[src/rtl/uart_pkg.sv]
// Shared UART definitions: transmitter state encoding, frame constants and the
// prescaler divide used by both ends of the link.
package uart_pkg;

  localparam int FRAME_BITS = 10;
  localparam int DATA_BITS  = 8;

  typedef enum logic [1:0] {
    IDLE  = 2'd0,
    START = 2'd1,
    DATA  = 2'd2,
    STOP  = 2'd3
  } uart_tx_state_t;

  // Integer division, so any remainder is dropped and the bit period rounds down.
  function automatic int clock_divide(input int clock_rate, input int baud_rate,
                                      input int prescaler);
    return clock_rate / (baud_rate * prescaler);
  endfunction

endpackage

[src/rtl/uart_tx_buffered_if.sv]
// Fabric-side byte write port of the buffered UART transmitter.
interface uart_tx_buffered_if;
  import uart_pkg::*;

  // Handshake: a byte is taken on any rising edge where transmit and ready are
  // both high. If transmit is high while ready is low, the byte is dropped and
  // overflow is high for that same cycle. ready never waits for transmit.
  logic [DATA_BITS-1:0] tx_byte;
  logic                 transmit;
  logic                 ready;
  logic                 overflow;

  modport master (output tx_byte, output transmit, input ready, input overflow);
  modport slave  (input tx_byte, input transmit, output ready, output overflow);

endinterface

[src/rtl/uart_tx_fifo.sv]
// Byte queue in front of the serializer. It takes one push and one pop per cycle,
// and a push to a full queue is ignored even when a pop happens in the same cycle.
module uart_tx_fifo #(
  parameter int DEPTH = 16,
  parameter int WIDTH = 8
) (
  input  logic                   clk,
  input  logic                   rst,
  input  logic                   push,
  input  logic [WIDTH-1:0]       push_data,
  input  logic                   pop,
  output logic [WIDTH-1:0]       head,
  output logic                   full,
  output logic                   empty,
  output logic [$clog2(DEPTH):0] count
);

  localparam int AW = $clog2(DEPTH);
  localparam logic [AW:0] FULL_COUNT = (AW + 1)'(DEPTH);

  if (DEPTH < 2 || (DEPTH & (DEPTH - 1)) != 0) begin : g_bad_depth
    $error("uart_tx_fifo: DEPTH must be a power of 2 and at least 2");
  end

  logic [WIDTH-1:0] mem [DEPTH];
  logic [AW-1:0]    wr_ptr;
  logic [AW-1:0]    rd_ptr;
  logic             do_push;
  logic             do_pop;

  assign full    = (count == FULL_COUNT);
  assign empty   = (count == '0);
  assign do_push = push && !full;
  assign do_pop  = pop && !empty;
  assign head    = mem[rd_ptr];

  always_ff @(posedge clk) begin
    if (do_push) mem[wr_ptr] <= push_data;
  end

  // The pointers wrap on their own because DEPTH is a power of 2.
  always_ff @(posedge clk or negedge rst) begin
    if (!rst) begin
      wr_ptr <= '0;
      rd_ptr <= '0;
      count  <= '0;
    end else begin
      if (do_push) wr_ptr <= wr_ptr + AW'(1);
      if (do_pop)  rd_ptr <= rd_ptr + AW'(1);
      case ({do_push, do_pop})
        2'b10:   count <= count + (AW + 1)'(1);
        2'b01:   count <= count - (AW + 1)'(1);
        default: count <= count;
      endcase
    end
  end

endmodule

[src/rtl/uart_tx_buffered.sv]
// Buffered 8N1 UART transmitter. Queued bytes go out LSB first, and frames
// run back to back while the queue holds data.
module uart_tx_buffered
  import uart_pkg::*;
#(
  parameter int CLOCK_RATE = 50000000,
  parameter int BAUD_RATE  = 9600,
  parameter int PRESCALER  = 8,
  parameter int FIFO_DEPTH = 16
) (
  input  logic                        clk,
  input  logic                        rst,
  uart_tx_buffered_if.slave           bus,
  output logic                        tx,
  output logic                        is_transmitting,
  output logic [$clog2(FIFO_DEPTH):0] fifo_count,
  output uart_tx_state_t              state
);

  localparam int CLOCK_DIVIDE = clock_divide(CLOCK_RATE, BAUD_RATE, PRESCALER);
  localparam int BIT_PERIOD   = PRESCALER * CLOCK_DIVIDE;
  localparam int CNT_W        = $clog2(BIT_PERIOD + 1);
  localparam logic [CNT_W-1:0] CNT_RELOAD = CNT_W'(BIT_PERIOD - 1);
  localparam logic [2:0]       LAST_BIT   = 3'(DATA_BITS - 1);

  if (CLOCK_DIVIDE < 1) begin : g_bad_divide
    $error("uart_tx_buffered: CLOCK_RATE too low for BAUD_RATE * PRESCALER");
  end

  logic [DATA_BITS-1:0] head;
  logic [DATA_BITS-1:0] shift_reg;
  logic [2:0]           bit_idx;
  logic [CNT_W-1:0]     bit_cnt;
  logic                 fifo_full;
  logic                 fifo_empty;
  logic                 bit_done;
  logic                 pop;

  assign bit_done     = (bit_cnt == '0);
  assign pop          = !fifo_empty && ((state == IDLE) || (state == STOP && bit_done));
  assign bus.ready    = !fifo_full;
  assign bus.overflow = bus.transmit && fifo_full;

  uart_tx_fifo #(
    .DEPTH (FIFO_DEPTH),
    .WIDTH (DATA_BITS)
  ) u_fifo (
    .clk       (clk),
    .rst       (rst),
    .push      (bus.transmit),
    .push_data (bus.tx_byte),
    .pop       (pop),
    .head      (head),
    .full      (fifo_full),
    .empty     (fifo_empty),
    .count     (fifo_count)
  );

  // bit_cnt counts down the cycles left in the current bit. When a bit ends,
  // tx is loaded with the level of the next bit.
  always_ff @(posedge clk or negedge rst) begin
    if (!rst) begin
      state           <= IDLE;
      tx              <= 1'b1;
      is_transmitting <= 1'b0;
      shift_reg       <= '0;
      bit_idx         <= '0;
      bit_cnt         <= '0;
    end else begin
      case (state)
        IDLE: begin
          if (pop) begin
            state           <= START;
            tx              <= 1'b0;
            is_transmitting <= 1'b1;
            shift_reg       <= head;
            bit_cnt         <= CNT_RELOAD;
          end
        end
        START: begin
          if (bit_done) begin
            state   <= DATA;
            bit_idx <= '0;
            tx      <= shift_reg[0];
            bit_cnt <= CNT_RELOAD;
          end else begin
            bit_cnt <= bit_cnt - CNT_W'(1);
          end
        end
        DATA: begin
          if (bit_done) begin
            bit_cnt <= CNT_RELOAD;
            if (bit_idx == LAST_BIT) begin
              state <= STOP;
              tx    <= 1'b1;
            end else begin
              bit_idx <= bit_idx + 3'd1;
              tx      <= shift_reg[bit_idx + 3'd1];
            end
          end else begin
            bit_cnt <= bit_cnt - CNT_W'(1);
          end
        end
        STOP: begin
          if (bit_done) begin
            if (pop) begin
              state     <= START;
              tx        <= 1'b0;
              shift_reg <= head;
              bit_cnt   <= CNT_RELOAD;
            end else begin
              state           <= IDLE;
              is_transmitting <= 1'b0;
            end
          end else begin
            bit_cnt <= bit_cnt - CNT_W'(1);
          end
        end
        default: state <= IDLE;
      endcase
    end
  end

endmodule

[src/flat_wrapper.sv]
// flat-port wrapper written by rule: the top's interface ports become plain ports
module uart_tx_buffered_flat import uart_pkg::*;
#(
  parameter int CLOCK_RATE = 50000000,
  parameter int BAUD_RATE  = 9600,
  parameter int PRESCALER  = 8,
  parameter int FIFO_DEPTH = 16
)
  (clk, rst, tx, is_transmitting, fifo_count, state, bus_tx_byte, bus_transmit, bus_ready, bus_overflow);
  uart_tx_buffered_if bus_i ();
  input  logic clk;
  input  logic rst;
  output logic tx;
  output logic is_transmitting;
  output logic [$clog2(FIFO_DEPTH):0] fifo_count;
  output uart_tx_state_t state;
  input wire logic [$bits(bus_i.tx_byte)-1:0] bus_tx_byte;
  input wire logic [$bits(bus_i.transmit)-1:0] bus_transmit;
  output wire logic [$bits(bus_i.ready)-1:0] bus_ready;
  output wire logic [$bits(bus_i.overflow)-1:0] bus_overflow;
  assign bus_i.tx_byte = bus_tx_byte;
  assign bus_i.transmit = bus_transmit;
  assign bus_ready = bus_i.ready;
  assign bus_overflow = bus_i.overflow;
  uart_tx_buffered #(.CLOCK_RATE(CLOCK_RATE), .BAUD_RATE(BAUD_RATE), .PRESCALER(PRESCALER), .FIFO_DEPTH(FIFO_DEPTH)) u_core (.clk(clk), .rst(rst), .bus(bus_i), .tx(tx), .is_transmitting(is_transmitting), .fifo_count(fifo_count), .state(state));
endmodule
[config.mk]
export PLATFORM = sky130hd
export DESIGN_NAME = uart_tx_buffered_flat
export DESIGN_NICKNAME = d
export VERILOG_FILES = /design/src/rtl/uart_pkg.sv /design/src/rtl/uart_tx_buffered_if.sv /design/src/rtl/uart_tx_fifo.sv /design/src/rtl/uart_tx_buffered.sv /design/src/flat_wrapper.sv
export SDC_FILE = /design/constraint.sdc
export NUM_CORES = 1
export LEC_CHECK = 0
export CAP_MARGIN = 40
export CORE_ASPECT_RATIO = 1.1
export CORE_MARGIN = 8
export CORE_UTILIZATION = 50
export CTS_CLUSTER_DIAMETER = 60
export CTS_CLUSTER_SIZE = 12
export DETAILED_ROUTE_END_ITERATION = 8
export PLACE_DENSITY = 0.63
export SYNTH_ARGS = -nofsm -noshare
export SYNTH_HDL_FRONTEND = slang
export SYNTH_HIERARCHICAL = 1
export SYNTH_SLANG_ARGS = --single-unit
[constraint.sdc]
create_clock -name clk -period 10.2 [get_ports clk]
set_input_delay 2.04 -clock clk [delete_from_list [all_inputs] [get_ports clk]]
set_output_delay 2.04 -clock clk [all_outputs]
set_load 0.02 [all_outputs]
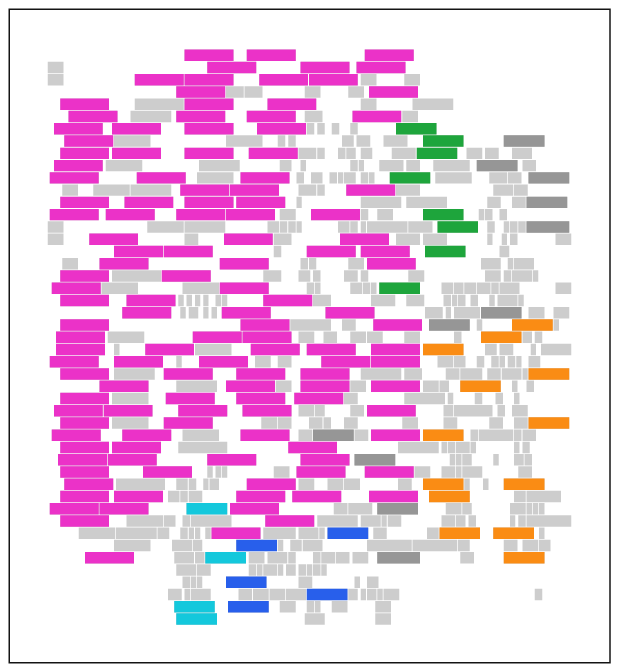
Figure 1: run 1, sequential cells colored by netlist name.
Other sequential cells in the stronger gray, the rest of the logic in the fainter gray.
Cyan marks u_core/u_fifo/wr_ptr, flops 4. Blue marks u_core/u_fifo/count, flops 5, where bottom center. Magenta marks u_core/u_fifo/mem, flops 128. Orange marks u_core/bit_cnt, flops 13. Green marks u_core/shift_reg, flops 8.
Another 11 sequential cells are not colored.
Register Area: 4870 um2
Seq group: 0.849 mW

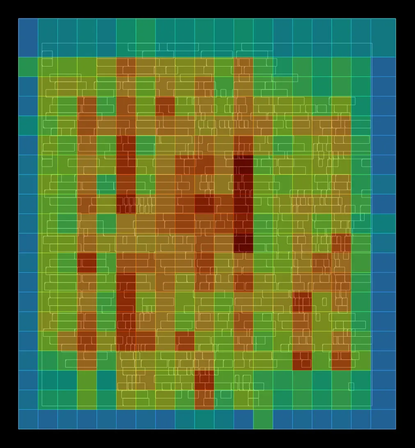
Figure 2: run 1, routing congestion map.
M2 GR Usage: 29.2%
final core utilization: 57.9%
gr busiest metal: met2
Wirelength per Cell: 20.8 um
met1 usage: 19.7%

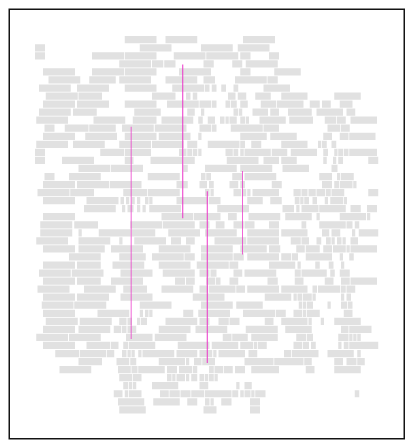
Figure 3: run 1, M4 wires.
The layer carries 209 um of wire. The longest straight run is 71.4 um. The layer holds 1.4% of the routed length. 3 nets have wire on it. The wires run mostly vertical.
routed vias: 4244
routed wire length: 15.2 mm

==> results.txt, run 1 <==
flow finished, numbers: Fin Setup TNS=0 ns, placed cell areas=7970 um2, count of library flops with an enable pin=128, combinational power share=10.9%, Gate Count Post-Synth=between 400 and 500, Worst VDD drop=roughly 120 uV, wire length on met3=592 um, CP Depth=3, status=finished clean, Power Total=1.73 mW, placed cells=700, first-pass GRT wire length=~24 mm, Die H=145 um, Syn Area/Cell=15.2 um2, Hold Path End=u_core/tx, GP Congestion=0.797, area leader, netlist=edfxtp_1, Log Warnings=33, XOR/XNOR Fraction of Synth Area=1.16%, Die Wd=133 um, all-layer global routing usage=16.5%, CTS tree=built, Yosys Warn Count=6, MI comb cells=between 200 and 300, met2 wire len=7.84 mm, Crit path max-delay family=buffers and inverters, crit-path cells=clkdlybuf4s50_1 -> and2_1 -> clkdlybuf4s50_1, IO buf count=21, clock buffer depth=2, Largest register FFs=between 100 and 150, power share of the clock group=around two fifths, Internal Power=~1.3 mW, Worst setup SP type=input port, CP max stage delay=0.60 ns, max cap viols=0, Worst EP arrival=3.23 ns, H-Tree Depth=4, Synth mux share=12.0%, RR Endpoint=u_core/u_fifo/count[4], Hold Buf Count CTS=0, cell mode on critical path=clkdlybuf4s50_1, uppermost layer routed=met4, CP endpoint kind=primary output, Yosys reg bits=169, Antenna Cells=0, GRT overflow=0, wl on met1=approximately 6.6 mm, RSZ-0062 raised after global routing=no, Max-slew headroom=41.2%
==> run 1 -> run 2 <==
--- a/config.mk
+++ b/config.mk
@@ -12,7 +12,7 @@
 export CTS_CLUSTER_DIAMETER = 60
 export CTS_CLUSTER_SIZE = 12
 export DETAILED_ROUTE_END_ITERATION = 8
-export PLACE_DENSITY = 0.63
+export PLACE_DENSITY = 0.65
 export SYNTH_ARGS = -nofsm -noshare
 export SYNTH_HDL_FRONTEND = slang
 export SYNTH_HIERARCHICAL = 1
==> constraint.sdc (replaced) <==
create_clock -name clk -period 4.65 [get_ports clk]
set_input_delay 0.93 -clock clk [delete_from_list [all_inputs] [get_ports clk]]
set_output_delay 0.93 -clock clk [all_outputs]
set_load 0.02 [all_outputs]
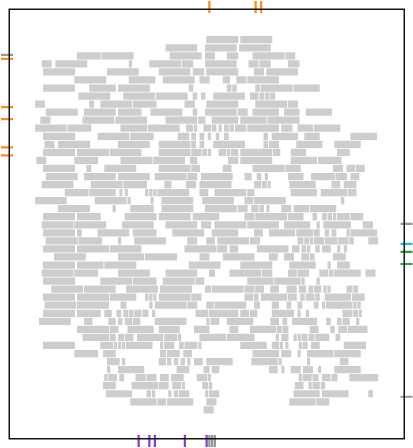
Figure 4: run 2, I/O pins on the die edge.
Pins as bars across the die edge, other pins in gray.
Orange marks bus_tx_byte, pins 8, direction input, edge 5 left, 3 top. Purple marks fifo_count, pins 5, direction output, edge bottom. Cyan marks is_transmitting, pins 1, direction output, edge right. Green marks state, pins 2, direction output, edge right.
All pins by edge: 8 bottom, 6 left, 5 right, 3 top.
IO buf count: 21
Die H: 145 um

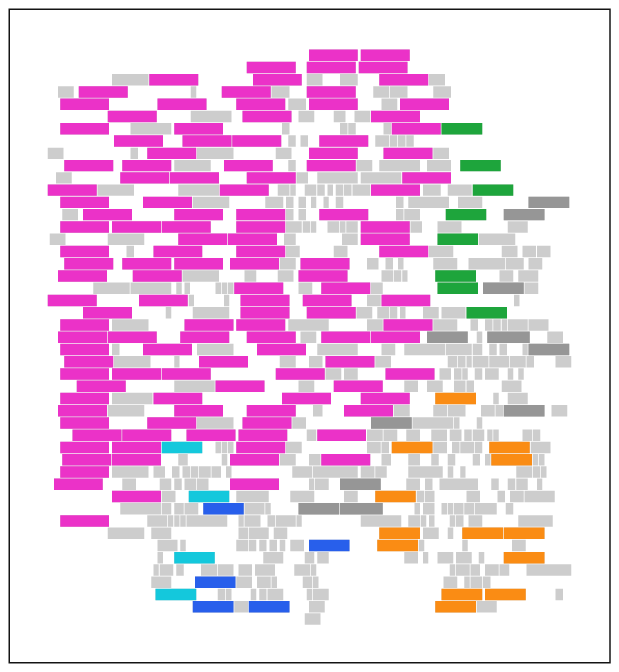
Figure 5: run 2, sequential cells colored by netlist name.
Other sequential cells in the stronger gray, the rest of the logic in the fainter gray.
Orange marks u_core/bit_cnt, flops 13, where lower right. Blue marks u_core/u_fifo/count, flops 5. Cyan marks u_core/u_fifo/wr_ptr, flops 4. Magenta marks u_core/u_fifo/mem, flops 128. Green marks u_core/shift_reg, flops 8.
Another 11 sequential cells are not colored.
final core utilization: 57.1%
Seq area share: 57.4%

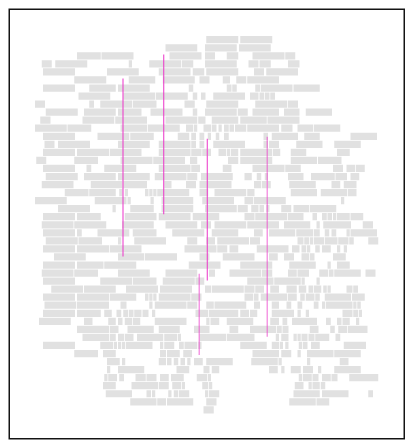
Figure 6: run 2, M4 wires.
The longest straight run is 67.3 um. The layer holds 1.7% of the routed length. The wires run mostly vertical. The layer carries 256 um of wire.
routed wire length: 14.7 mm
routed vias: 4204

==> run 2 against run 1 <==
Compared with the run above:
- routed wire length fell by 3.4%
- critical path depth rose by 12
- global-route usage fell by 0.20 points
==> results.txt, run 2 <==
flow finished, numbers: placed cell areas=roughly 8000 um2, Syn Area/Cell=15.2 um2, CP max stage delay=0.44 ns, area leader, netlist=edfxtp_1, Synth mux share=12.0%, placed cells=around 700, first-pass GRT wire length=about 24 mm, wl on met1=6.25 mm, MI comb cells=289, Largest register FFs=128, buffers and inverters on the worst path=3, GRT overflow=0, Log Warnings=33, uppermost layer routed=met4, Internal Power=around 2.6 mW, max cap viols=0, H-Tree Depth=4, Die Wd=133 um, I/O pins=22, Yosys reg bits=169, Antenna Cells=0, Register Area=about 5000 um2, all-layer global routing usage=16.3%, clock buffer depth=2, Seq group=1.86 mW, status=finished clean, CP Depth=15, CTS tree=built, Gate Count Post-Synth=between 400 and 500, Worst EP arrival=4.21 ns, XOR/XNOR Fraction of Synth Area=1.16%, Fin Setup TNS=0 ns, RR Endpoint=u_core/u_fifo/count[4], M2 GR Usage=about 28%, Worst VDD drop=252 uV, count of library flops with an enable pin=128, Worst setup SP type=flip-flop, combinational power share=a little under an eighth, GP Congestion=0.805, Max-slew headroom=40.8%, Wirelength per Cell=20.1 um, Power Total=3.53 mW, RSZ-0062 raised after global routing=no, Yosys Warn Count=6, Crit path max-delay family=simple AND/OR/NAND/NOR gates, power share of the clock group=35.6%
Power and IR drop assume default switching activity.
